Run 1, gate-type map:
(2 px per um)
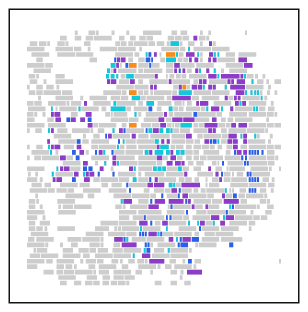
Run 1, pin map:
(2 px per um) Pins as bars across the die edge, other pins in gray.
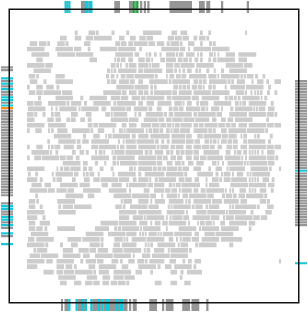
Run 1, signal wires by layer:
(2 px per um) Only two layers are drawn.
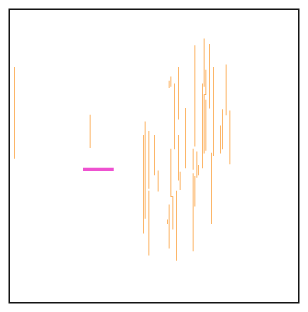
--- src/rtl/lsu_pkg.sv ---
// Shared types and lane helpers for the load/store sequencer.
// State encoding, access size codes and big-endian byte-lane shift amounts.
package lsu_pkg;

  typedef enum logic [2:0] {
    ST_IDLE = 3'd0,
    ST_RD   = 3'd1,
    ST_CAP  = 3'd2,
    ST_WR   = 3'd3,
    ST_DONE = 3'd4
  } lsu_state_e;

  localparam logic [1:0] SZ_BYTE = 2'b00;
  localparam logic [1:0] SZ_HALF = 2'b01;
  localparam logic [1:0] SZ_WORD = 2'b10;

  // Big-endian: byte offset 0 is the most significant lane.
  localparam logic [4:0] SHIFT_B0 = 5'd24;
  localparam logic [4:0] SHIFT_B1 = 5'd16;
  localparam logic [4:0] SHIFT_B2 = 5'd8;
  localparam logic [4:0] SHIFT_B3 = 5'd0;
  localparam logic [4:0] SHIFT_H0 = 5'd16;
  localparam logic [4:0] SHIFT_H2 = 5'd0;

  function automatic logic [4:0] lane_shift(input logic [1:0] sz, input logic [1:0] off);
    logic [4:0] sh;
    case (sz)
      SZ_BYTE: begin
        case (off)
          2'd0:    sh = SHIFT_B0;
          2'd1:    sh = SHIFT_B1;
          2'd2:    sh = SHIFT_B2;
          2'd3:    sh = SHIFT_B3;
          default: sh = SHIFT_B3;
        endcase
      end
      SZ_HALF: sh = off[1] ? SHIFT_H2 : SHIFT_H0;
      default: sh = 5'd0;
    endcase
    return sh;
  endfunction

  // Drops the low offset bits that lie below the natural alignment of the access.
  function automatic logic [1:0] align_offset(input logic [1:0] sz, input logic [1:0] off);
    logic [1:0] a;
    case (sz)
      SZ_BYTE: a = off;
      SZ_HALF: a = {off[1], 1'b0};
      default: a = 2'b00;
    endcase
    return a;
  endfunction

  function automatic logic misaligned_access(input logic [1:0] sz, input logic [1:0] off);
    logic m;
    case (sz)
      SZ_BYTE: m = 1'b0;
      SZ_HALF: m = off[0];
      default: m = (off != 2'b00);
    endcase
    return m;
  endfunction

endpackage

--- src/rtl/lsu_lane_align.sv ---
// Combinational lane extraction with sign/zero extension, and sub-word lane merge.
module lsu_lane_align
  import lsu_pkg::*;
(
  input  logic [31:0] word,
  input  logic [1:0]  size,
  input  logic [1:0]  offset,
  input  logic        sign_ext,
  input  logic [31:0] store_data,
  output logic [31:0] load_ext,
  output logic [31:0] merged
);

  logic [4:0]  shift_s;
  logic [31:0] lane_s;
  logic [31:0] mask_s;
  logic [31:0] ins_s;

  // Extract the addressed lane for loads and splice the store lane into the word.
  always_comb begin
    shift_s  = lane_shift(size, offset);
    lane_s   = word >> shift_s;
    load_ext = lane_s;
    mask_s   = 32'hFFFF_FFFF;
    ins_s    = store_data;
    case (size)
      SZ_BYTE: begin
        load_ext = {{24{sign_ext & lane_s[7]}}, lane_s[7:0]};
        mask_s   = 32'h0000_00FF << shift_s;
        ins_s    = {24'h00_0000, store_data[7:0]} << shift_s;
      end
      SZ_HALF: begin
        load_ext = {{16{sign_ext & lane_s[15]}}, lane_s[15:0]};
        mask_s   = 32'h0000_FFFF << shift_s;
        ins_s    = {16'h0000, store_data[15:0]} << shift_s;
      end
      default: begin
        load_ext = lane_s;
        mask_s   = 32'hFFFF_FFFF;
        ins_s    = store_data;
      end
    endcase
    merged = (word & ~mask_s) | (ins_s & mask_s);
  end

endmodule

--- src/rtl/load_store_unit.sv ---
// Byte-addressed load/store sequencer in front of a word-addressed memory.
// Define LSU_MISALIGN_TRAP_EN to trap misaligned half/word accesses instead of aligning them.
module load_store_unit
  import lsu_pkg::*;
#(
  parameter int ADDR_W = 32,
  parameter int DATA_W = 32
) (
  input  logic              clk,
  input  logic              rst,
  input  logic              start,
  input  logic              is_store,
  input  logic [1:0]        size,
  input  logic              sign_ext,
  input  logic [ADDR_W-1:0] byte_addr,
  input  logic [DATA_W-1:0] store_data,
  output logic              busy,
  output logic              done,
  output logic [DATA_W-1:0] load_data,
  output logic              misaligned,
  output logic [31:0]       mem_addr,
  output logic [DATA_W-1:0] mem_write_data,
  output logic              mem_write,
  output logic              mem_read,
  input  logic [DATA_W-1:0] mem_read_data
);

  lsu_state_e  state_r;
  logic        is_store_r;
  logic [1:0]  size_r;
  logic        sign_ext_r;
  logic [1:0]  offset_r;
  logic [31:0] store_data_r;
  logic        trap_s;
  logic [31:0] load_ext_s;
  logic [31:0] merged_s;

`ifdef LSU_MISALIGN_TRAP_EN
  assign trap_s = misaligned_access(size, byte_addr[1:0]);
`else
  assign trap_s = 1'b0;
`endif

  lsu_lane_align u_align (
    .word       (mem_read_data),
    .size       (size_r),
    .offset     (offset_r),
    .sign_ext   (sign_ext_r),
    .store_data (store_data_r),
    .load_ext   (load_ext_s),
    .merged     (merged_s)
  );

  // Sequencer FSM; every output is registered and cleared asynchronously.
  always_ff @(posedge clk or negedge rst) begin
    if (!rst) begin
      state_r        <= ST_IDLE;
      is_store_r     <= 1'b0;
      size_r         <= SZ_BYTE;
      sign_ext_r     <= 1'b0;
      offset_r       <= 2'b00;
      store_data_r   <= 32'h0000_0000;
      busy           <= 1'b0;
      done           <= 1'b0;
      load_data      <= 32'h0000_0000;
      misaligned     <= 1'b0;
      mem_addr       <= 32'h0000_0000;
      mem_write_data <= 32'h0000_0000;
      mem_write      <= 1'b0;
      mem_read       <= 1'b0;
    end else begin
      done <= 1'b0;
      case (state_r)
        ST_IDLE: begin
          if (start) begin
            is_store_r   <= is_store;
            size_r       <= size;
            sign_ext_r   <= sign_ext;
            offset_r     <= align_offset(size, byte_addr[1:0]);
            store_data_r <= store_data;
            mem_addr     <= 32'(byte_addr >> 2);
            misaligned   <= trap_s;
            busy         <= 1'b1;
            if (trap_s) begin
              done    <= 1'b1;
              state_r <= ST_DONE;
            end else if (is_store && size[1]) begin
              mem_write_data <= store_data;
              mem_write      <= 1'b1;
              state_r        <= ST_WR;
            end else begin
              mem_read <= 1'b1;
              state_r  <= ST_RD;
            end
          end
        end
        ST_RD: begin
          state_r <= ST_CAP;
        end
        ST_CAP: begin
          // Read data is valid now; a sub-word store turns around into a write.
          mem_read <= 1'b0;
          if (is_store_r) begin
            mem_write_data <= merged_s;
            mem_write      <= 1'b1;
            state_r        <= ST_WR;
          end else begin
            load_data <= load_ext_s;
            done      <= 1'b1;
            state_r   <= ST_DONE;
          end
        end
        ST_WR: begin
          mem_write <= 1'b0;
          done      <= 1'b1;
          state_r   <= ST_DONE;
        end
        ST_DONE: begin
          busy    <= 1'b0;
          state_r <= ST_IDLE;
        end
        default: begin
          busy      <= 1'b0;
          mem_read  <= 1'b0;
          mem_write <= 1'b0;
          state_r   <= ST_IDLE;
        end
      endcase
    end
  end

endmodule

--- config.mk ---
export PLATFORM = sky130hd
export DESIGN_NAME = load_store_unit
export DESIGN_NICKNAME = d
export VERILOG_FILES = /design/src/rtl/lsu_pkg.sv /design/src/rtl/lsu_lane_align.sv /design/src/rtl/load_store_unit.sv
export SDC_FILE = /design/constraint.sdc
export NUM_CORES = 1
export LEC_CHECK = 0
export CORE_AREA = 8 8 136 138
export CTS_CLUSTER_SIZE = 16
export DETAILED_ROUTE_END_ITERATION = 8
export DIE_AREA = 0 0 144 146
export PLACE_DENSITY = 0.86
export SETUP_SLACK_MARGIN = 0.1
export SYNTH_ARGS = -nofsm -noshare
export SYNTH_HDL_FRONTEND = slang
export SYNTH_SLANG_ARGS = --single-unit
export TNS_END_PERCENT = 5
--- constraint.sdc ---
create_clock -name clk -period 1.9 [get_ports clk]
set_clock_uncertainty 0.15 [all_clocks]
set_input_delay 0.57 -clock clk [delete_from_list [all_inputs] [get_ports clk]]
set_output_delay 0.57 -clock clk [all_outputs]
set_load 0.02 [all_outputs]
==> flow_summary.toml, run 1 <==
# implementation run metrics
[placement]
place_area_sq_um = 9590
pre_cts_slack_ns = -0.621
gp_congestion = 0.930
dp_cells = 1082
hpwlAfterDp_um = 17100

[power_and_ir_drop]
sequentialPowerShare_pct = 27.8
power.total_mw = 20.4
pwr-share-comb_pct = 56.4
p_seq_mw = 5.67
clock_power_share_pct = 15.8
top_power_group = "combinational cells"
peakVddDrop_v = 0.000855
power.leakage_nw = 4.61
p_sw_share_pct = 42.1
intPower_mw = 11.8
clock_power_mw = 3.23
power.switching_mw = 8.61

[routing]
drt_iter0_markers = 546
met1_length_um = 9600
drc_errors = 0
avgViaCountPerCell = 5.83
dr.pass1.iters = 6
wl_met2_um = 11700
wl_met3_um = 2940

[finish]
antenna_cells = 0
final_area_sq_um = 10500
flops = 139
seq_share_pct = 33.1
final_nets = 996
final_util_pct = 64.7
logic_area_sq_um = 3700
nonClkBufAreaFrac_pct = 23.3
inverters = 14
drive_above_1_share_pct = 39.0
clkCellAreaFrac_pct = 5.40
n_clock_buffer = 23
largest_cell_class = "logic gates"
area_growth_pct = 53.1
n_fill_cell = 1242
lay_top_cells = "134 x dfrtp_1, 96 x clkdlybuf4s50_1, 80 x clkbuf_2"
comb.multi_input.count = 443
regArea_sq_um = 3480

[setup_path]
crit_start = "offset_r[0]$_DFFE_PN0P_"
path_max_fanout = 8
cp_top_family = "AND-OR/OR-AND gates"
slowest_stage = "or4b_4"
crit_end = "load_data[31]$_DFFE_PN0P_"
path_buffers = 0
start_kind = "register"
cp_num_cells = 4
r2r-start = "offset_r[0]$_DFFE_PN0P_"
cp-end-kind = "register"
timing.rr.end = "load_data[31]$_DFFE_PN0P_"
crit_arrival_ns = 2.20
cp_cell_sequence = "or4b_4 -> a21oi_4 -> o2111ai_4 -> a31oi_1"
required_ns = 2.08

[sta]
whs_ns = 0.321
fin_setup_tns_ns = -2.07
final-setup-viol-count = 45
hold_viol = 0
drv_slew = 0
fmax_mhz = 497
final.setup.worst_slack_ns = -0.114
period_needed_ns = 2.01

[cts]
post_cts_resized = 196
clockBufferDepth = 2
numCtsBuffers = 17
clk_latency_ns = 0.42
numClockSinks = 139
post-cts-setup-buffer-count = 4
cts_tree = "yes"
ctsHoldBuffers = 1
clk_pin_slew_ns = 0.06
cts_root_buf = "clkbuf_16"
cts-htree-levels = 4

[logic_synthesis]
mux_share_pct = 14.2
synth_cells = 654
ys_async_sr_fraction_pct = 100
top_cells_by_area = "dfrtp_1 51%, mux2_2 12%, nand2_1 3.6%"
ys_sh_adder_pct = 0
yosysMostFrequentCell = "dfrtp_1"
largest_area_cell = "dfrtp_1"
yosys_area_sq_um = 6890
synth_area_per_cell_sq_um = 10.5
ys_sh_xor_pct = 0
yosys_cells = 654
yosys.area_share.aoi_pct = 18.7
synth.top_cell.area_share_pct = 50.5
yosysUniqueCellTypes = 50
ys_warn_count = 0
edf_count = 0
synth_area_sq_um = 6890

[grt]
met2_usage_pct = 34.8
grt_pass1_vias = 6687
antenna_found_initial = 1
grt_overflow = 0
grt_usage_pct = 22.5
grt_use_met1_pct = 26.6
met3_usage_pct = 9.81
busiest_layer = "met2"
grt_max_degree = 48

[status]
status = "finished, violations left"
violations = "negative setup slack"

[floorplan]
n_tap_cell = 220
io_pins = 204
core_area_sq_um = 16300
dieArea_sq_um = 21000

[flow_run]
maxCapViolCount = 0

[min_path]
hp-start = "load_data[2]$_DFFE_PN0P_"
Back to the opening pictures, 'gate-type map':
- NOR gates: cyan (cells 90; most used nor2_1)
- inverting AOI/OAI gates: purple (cells 149; most used a21oi_1)
- NAND gates: blue (cells 80; most used nand2_1)
- AND and OR gates: orange (cells 5; where top middle)
combinational share of cell area: 35.1%
Top cell excl fill/tap: dfrtp_1
Non-Filler Instances: 1124

Back to the opening pictures, 'pin map':
- mem_write: orange (pins 1; direction output; edge left)
- mem_addr: cyan (pins 32; direction output; edge 13 left, 12 bottom, 5 top, 2 right)
- size: green (pins 2; direction input; edge top)
Port Buffer Count: 200
chip height: 146 um
die span in x: 144 um

Back to the opening pictures, 'signal wires by layer':
- metal 5: magenta (wire length 13.8 um)
- metal 4: orange (wire length 939 um)
Post-Route WL: 25200 um
vias after detailed routing: 6558
Wirelength per Cell: 22.4 um

## Run 2: what changed since run 1
--- a/config.mk
+++ b/config.mk
@@ -10,6 +10,7 @@
 export DETAILED_ROUTE_END_ITERATION = 8
 export DIE_AREA = 0 0 144 146
 export PLACE_DENSITY = 0.86
+export REMOVE_ABC_BUFFERS = 1
 export SETUP_SLACK_MARGIN = 0.1
 export SYNTH_ARGS = -nofsm -noshare
 export SYNTH_HDL_FRONTEND = slang
Run 2, pin map:
(2 px per um) Pins as bars across the die edge, other pins in gray.
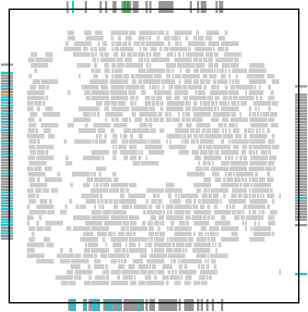
- mem_addr: cyan (pins 32; direction output; edge 19 left, 10 bottom, 2 right, 1 top)
- size: green (pins 2; direction input; edge top)
- mem_write: orange (pins 1; direction output; edge left)

==> flow_summary.toml, run 2 <==
# implementation run metrics
[status]
status = "finished, violations left"
violations = "negative setup slack"

[power_and_ir_drop]
power.total_mw = 19.4
power.leakage_nw = 4.43
intPower_mw = 11.3
power.switching_mw = 8.11
p_sw_share_pct = 41.7
p_seq_mw = 5.56
clock_power_share_pct = 17.4
power_density_nw_per_um2 = 1900
sequentialPowerShare_pct = 28.6
top_power_group = "combinational cells"
peakVddDrop_v = 0.000763
pwr-share-comb_pct = 54.0
clock_power_mw = 3.38

[sta]
drv_slew = 0
final-setup-viol-count = 39
fmax_mhz = 497
final.setup.worst_slack_ns = -0.110
fin_setup_tns_ns = -2.10
hold_viol = 0
whs_ns = 0.323
period_needed_ns = 2.01

[cts]
clk_pin_slew_ns = 0.06
post-cts-setup-buffer-count = 1
post_cts_resized = 375
cts-htree-levels = 4
ctsHoldBuffers = 1
cts_tree = "yes"
cts_root_buf = "clkbuf_16"
numCtsBuffers = 17
clk_latency_ns = 0.42
numClockSinks = 139
clockBufferDepth = 2

[placement]
gp_congestion = 0.897
hpwlAfterDp_um = 16700
pre_cts_slack_ns = -0.612
dp_cells = 1088
port_buffers = 200
place_area_sq_um = 9610

[finish]
final_util_pct = 62.7
lay_top_cells = "134 x dfrtp_1, 99 x clkdlybuf4s50_1, 84 x buf_2"
comb.multi_input.count = 442
logic_area_sq_um = 3430
comb_share_pct = 33.6
clkCellAreaFrac_pct = 5.77
final_nets = 995
drive_above_1_share_pct = 36.4
instances_no_fill = 1125
inverters = 14
largest_cell_class = "sequential cells"
flops = 139
seq_share_pct = 34.1
final_area_sq_um = 10200
layout_top_cell = "dfrtp_1"
antenna_cells = 0
regArea_sq_um = 3480
area_growth_pct = 48.3
n_fill_cell = 1266
nonClkBufAreaFrac_pct = 23.3
n_clock_buffer = 24

[logic_synthesis]
yosys.area_share.aoi_pct = 18.7
edf_count = 0
synth_area_per_cell_sq_um = 10.5
yosys_area_sq_um = 6890
synth_area_sq_um = 6890
mux_share_pct = 14.2
ys_sh_adder_pct = 0
synth_cells = 654
ys_sh_xor_pct = 0
synth.top_cell.area_share_pct = 50.5
largest_area_cell = "dfrtp_1"
yosysMostFrequentCell = "dfrtp_1"
yosysUniqueCellTypes = 50
top_cells_by_area = "dfrtp_1 51%, mux2_2 12%, nand2_1 3.6%"
ys_async_sr_fraction_pct = 100
ys_warn_count = 0
yosys_cells = 654

[setup_path]
cp_top_family = "simple AND/OR/NAND/NOR gates"
crit_end = "load_data[23]$_DFFE_PN0P_"
cp_num_cells = 5
crit_start = "size_r[1]$_DFFE_PN0P_"
timing.rr.end = "load_data[23]$_DFFE_PN0P_"
required_ns = 2.09
r2r-start = "size_r[1]$_DFFE_PN0P_"
crit_arrival_ns = 2.20
cp_cell_sequence = "or4b_4 -> a21oi_4 -> o2111ai_4 -> clkbuf_16 -> a31oi_1"
max_stage_delay_ns = 0.57
slowest_stage = "or4b_4"
worst-setup-path-type = "reg -> reg"
cp-end-kind = "register"
start_kind = "register"
path_buffers = 1

[routing]
dr.pass1.iters = 5
drt_iter0_markers = 571
wl_per_cell_um = 21.4
met1_length_um = 9130
wl_met2_um = 11500
drc_errors = 0
top_layer_used = "met5"
vias = 6468
wirelength_um = 24000
wl_met3_um = 2730
avgViaCountPerCell = 5.75

[min_path]
hp-start = "load_data[4]$_DFFE_PN0P_"

[grt]
grt_max_degree = 50
grt_overflow = 0
antenna_found_initial = 4
grt_pass1_vias = 6766
grt_use_met1_pct = 26.5
met3_usage_pct = 9.65
grt_usage_pct = 22.7
met2_usage_pct = 35.7

[flow_run]
maxCapViolCount = 0

[floorplan]
n_tap_cell = 220
core_area_sq_um = 16300
die_w_um = 144
dieArea_sq_um = 21000
io_pins = 204
die_y_um = 146
Power figures rest on the tool's default switching activity, not on a simulated workload.
